==> config.mk <==
export PLATFORM = sky130hd
export DESIGN_NAME = id_ex_pipe_reg
export DESIGN_NICKNAME = d
export VERILOG_FILES = /design/src/rtl/arm_pkg.sv /design/src/rtl/sat_counter.sv /design/src/rtl/id_ex_pipe_reg.sv
export SDC_FILE = /design/constraint.sdc
export NUM_CORES = 1
export LEC_CHECK = 0
export CAP_MARGIN = 20
export CORE_MARGIN = 5
export CORE_UTILIZATION = 35
export CTS_CLUSTER_DIAMETER = 40
export DETAILED_ROUTE_END_ITERATION = 7
export HOLD_SLACK_MARGIN = 0.03
export PLACE_DENSITY = 0.69
export RECOVER_POWER = 25
export SETUP_SLACK_MARGIN = 0.2
export SLEW_MARGIN = 0
export SYNTH_ARGS = -nofsm -noshare
export SYNTH_HDL_FRONTEND = slang
export SYNTH_SLANG_ARGS = --single-unit
==> constraint.sdc <==
create_clock -name clk -period 4.5 [get_ports clk]
set_input_delay 0.45 -clock clk [delete_from_list [all_inputs] [get_ports clk]]
set_output_delay 0.45 -clock clk [all_outputs]
set_load 0.01 [all_outputs]
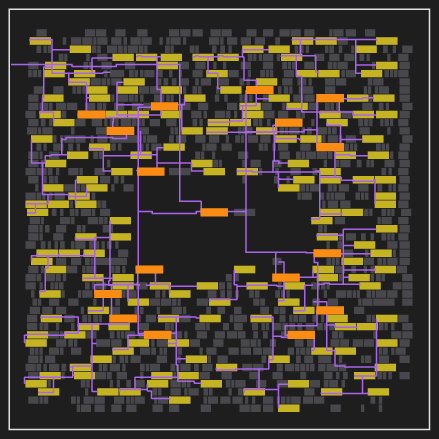
*Clock distribution, run 1*
(3 px per um)
flip-flops: drawn in yellow, count 163. clock wires: drawn in purple, length 2030 um. cells driving clock nets: drawn in orange, count 17.
Position of the flops: all over the die.
clk_skew: 0.008883 ns
Clock power frac: 43.7%
clk ins delay skew pair: 0.42 ns

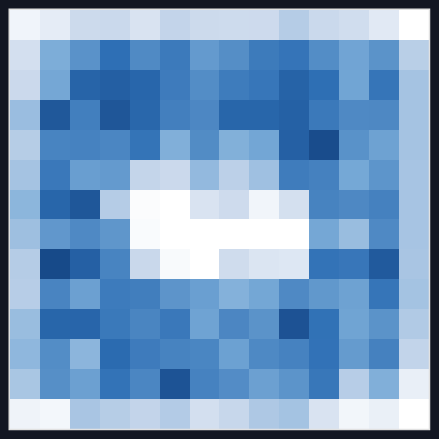
*Placement density heat map, run 1*
(3 px per um) The die is cut into 14 by 14 equal tiles; white is low, dark blue is high, 0 to 100% covered.
The mean over all tiles is 49%. 11% of the tiles are over 75% full. 5.1% of the tiles are nearly empty. The fullest tile reaches 90%. The emptiest ninth of the die: middle.
CORE AREA: 0.01652 sq mm
FP Util: 35.55%
final core utilization: 58.97%

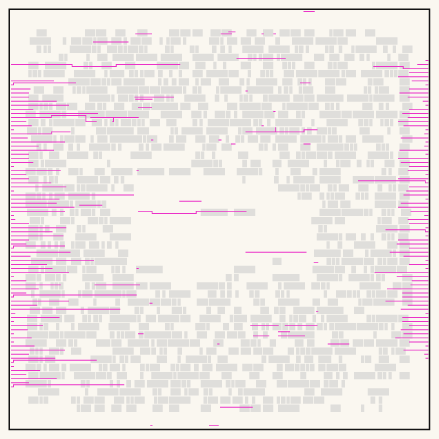
*Met3 routing, run 1*
(3 px per um) Cells faint in the background.
The layer holds 9.0% of the routed length. 169 nets have wire on it. The layer carries 1760 um of wire.
final wirelength: 19570 um
met3 Resource Use GR: 7.238%
DR vias: 6005

==> changes_impl.md, run 1 <==
### Implementation results

- Met2 usage: 31.30%
- GRT Max-Usage Layer: met2
- Combinational share of cell area: 24.37%
- Non-clock buffer area fraction after layout: 33.08%
- Die Y: 139.6 um
- # Cells Yosys: 743
- Status: completed
- ClkCell Share: 6.163%
- Worst hold stages: 2
- Drt via density: 4.758
- IO Port Bufs: 316
- RSZ-0062 raised after global routing: no
- Post-Synthesis Cells: 743
- Well Taps: 220
- Std-Cell Rows: 47
- Comb. pwr: 0.385 mW
- Simple share: 24.24%
- Crit path max-delay family: buffers and inverters
- DRT iter0 DRCs: 301
- Sequential cell area share: 33.49%
- Pwr dens: 344.6 mW/mm^2
- CP cell instances: dlygate4sd3_1 -> nand2b_1 -> clkdlybuf4s50_1
- YS chip area: 0.005874 sq mm
- Worst Tran Pin Value: 1.250 ns
- Top logic family: simple AND/OR/NAND/NOR gates
- Area Growth Syn to Fin: 65.88%
- Mux frac, synth: 0%
- M1 WL: 7990 um
- Routed wl met3: 1756 um
- Yosys warns: 0
- GRT overflow: 0
- Routed wire per std cell: 15.51 um
- Grt met1 use: 22.62%
- Critical path class: in2out
- Final setup vio count: 0
- Top cells, area: dfxtp_1 56%, nand2_1 19%, a21oi_1 13%, clkbuf_1 1.7%, buf_2 1.6%
- Complex-gate fraction of the synthesized area: 15.95%
- Crit. End Element: output port
- Max reg flops: 146
- PostCTS Resize Cnt: 0
- LEAKAGE: 3.714 nW
- Hold Buf Count CTS: 0
## Run 2: what changed since run 1
--- a/config.mk
+++ b/config.mk
@@ -11,7 +11,7 @@
 export CTS_CLUSTER_DIAMETER = 40
 export DETAILED_ROUTE_END_ITERATION = 7
 export HOLD_SLACK_MARGIN = 0.03
-export PLACE_DENSITY = 0.69
+export PLACE_DENSITY = 0.72
 export RECOVER_POWER = 25
 export SETUP_SLACK_MARGIN = 0.2
 export SLEW_MARGIN = 0
==> constraint.sdc (replaced) <==
create_clock -name clk -period 2.1 [get_ports clk]
set_input_delay 0.21 -clock clk [delete_from_list [all_inputs] [get_ports clk]]
set_output_delay 0.21 -clock clk [all_outputs]
set_load 0.01 [all_outputs]
==> run 2 against run 1 <==
Clock power up 110%. Highest routed layer unchanged. First-iteration DRC count up 14%. Clock-buffer cell count decreased by 1. Core utilization grew 0.55 points.
==> changes_impl.md, run 2 <==
### Implementation results

- YS chip area: 0.005874 sq mm
- Non-clock buffer area fraction after layout: 33.66%
- Final core utilization: 59.51%
- GRT overflow: 0
- Design area: 0.009834 sq mm
- Nets: 1194
- Well Taps: 220
- Sequential element share of the synthesized area: 55.55%
- Top logic family: simple AND/OR/NAND/NOR gates
- Yosys warns: 0
- I/O pins: 318
- Clk ins delay skew pair: 0.42 ns
- Vias in the first global route: 5656
- Final Hold Fails: 0
- CORE AREA: 0.01652 sq mm
- # Cells Yosys: 743
- Clk_skew: 0.01075 ns
- Biggest Area Class: non-clock buffers
- RSZ-0062 raised after global routing: no
- Max reg flops: 146
- FFs & Latches: 163
- Area Growth Syn to Fin: 67.41%
- Met2 WL post-DR: 9452 um
- Status: completed
- Pwr dens: 730.5 mW/mm^2
- Drt via density: 4.755
- RD Place Congestion: 0.8016
- Routed wl met3: 1845 um
- R2R depth: 6
- Complex-gate fraction of the synthesized area: 15.95%
- Die Y: 139.6 um
- Std-Cell Rows: 47
- Max Fclk: 0.5420 GHz
- Total track usage: 19.49%
- Top cells, area: dfxtp_1 56%, nand2_1 19%, a21oi_1 13%, clkbuf_1 1.7%, buf_2 1.6%
- Crit path max-delay family: buffers and inverters
- Crit. End Element: flop
- Post-detail-place hpwl: 13910 um
- Combinational share of cell area: 24.29%
- Comb. pwr: 0.858 mW
- Post-Synthesis Cells: 743
- CP bufs+invs: 2
- Clock power frac: 43.2%
- Placement Cell Area: 0.009286 sq mm
- Non-clock buffer count: 331
- FP Util: 35.55%
- Met2 usage: 32.42%
- Hold Buf Count CTS: 0
- Simple share: 24.24%
- Setup TNS: 0 ns
- CP cell instances: dlygate4sd3_1 -> or2_2 -> clkbuf_4 -> a21oi_1
- GRT Max-Usage Layer: met2
- Critical path class: in2reg
- Slowest-stage cell, CP: clkbuf_4
- DRT iter0 DRCs: 344
- M1 WL: 7765 um
- LEAKAGE: 3.551 nW
- PostCTS Resize Cnt: 0
- Sequential cell area share: 33.19%
- CLK BUF: 18
- Worst hold stages: 3
- Final setup vio count: 0
- Fraction of registers with async set/reset: 0%
- ClkCell Share: 5.980%
- Routed wire per std cell: 15.37 um
- Post-Syn Nets: 896
- Worst Tran Pin Value: 1.290 ns
- Mux frac, synth: 0%
- IO Port Bufs: 316
- Gate power share: 11.9%
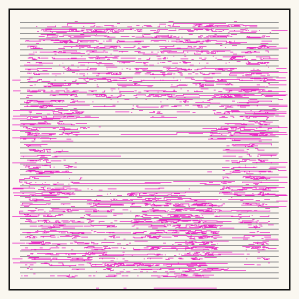
*Signal wires on met1, run 2*
(2 px per um) Supply wires on this layer in grey.
The layer carries 7770 um of wire. The longest straight run is 43.7 um. The layer holds 40% of the routed length.
grt met1 use: 22.18%
final wirelength: 19590 um
DR vias: 6058

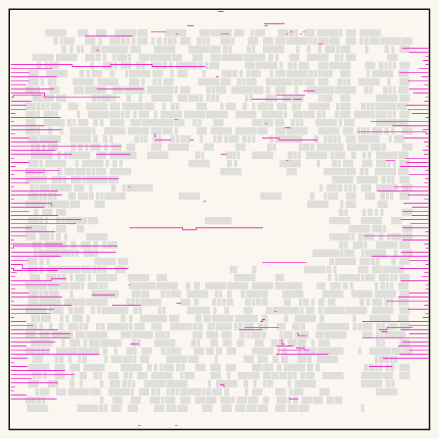
*Met3 routing, run 2*
(3 px per um) Cells faint in the background.
The wires run mostly horizontal. The layer carries 1850 um of wire.
met3 Resource Use GR: 8.199%

Power figures rest on the tool's default switching activity, not on a simulated workload.
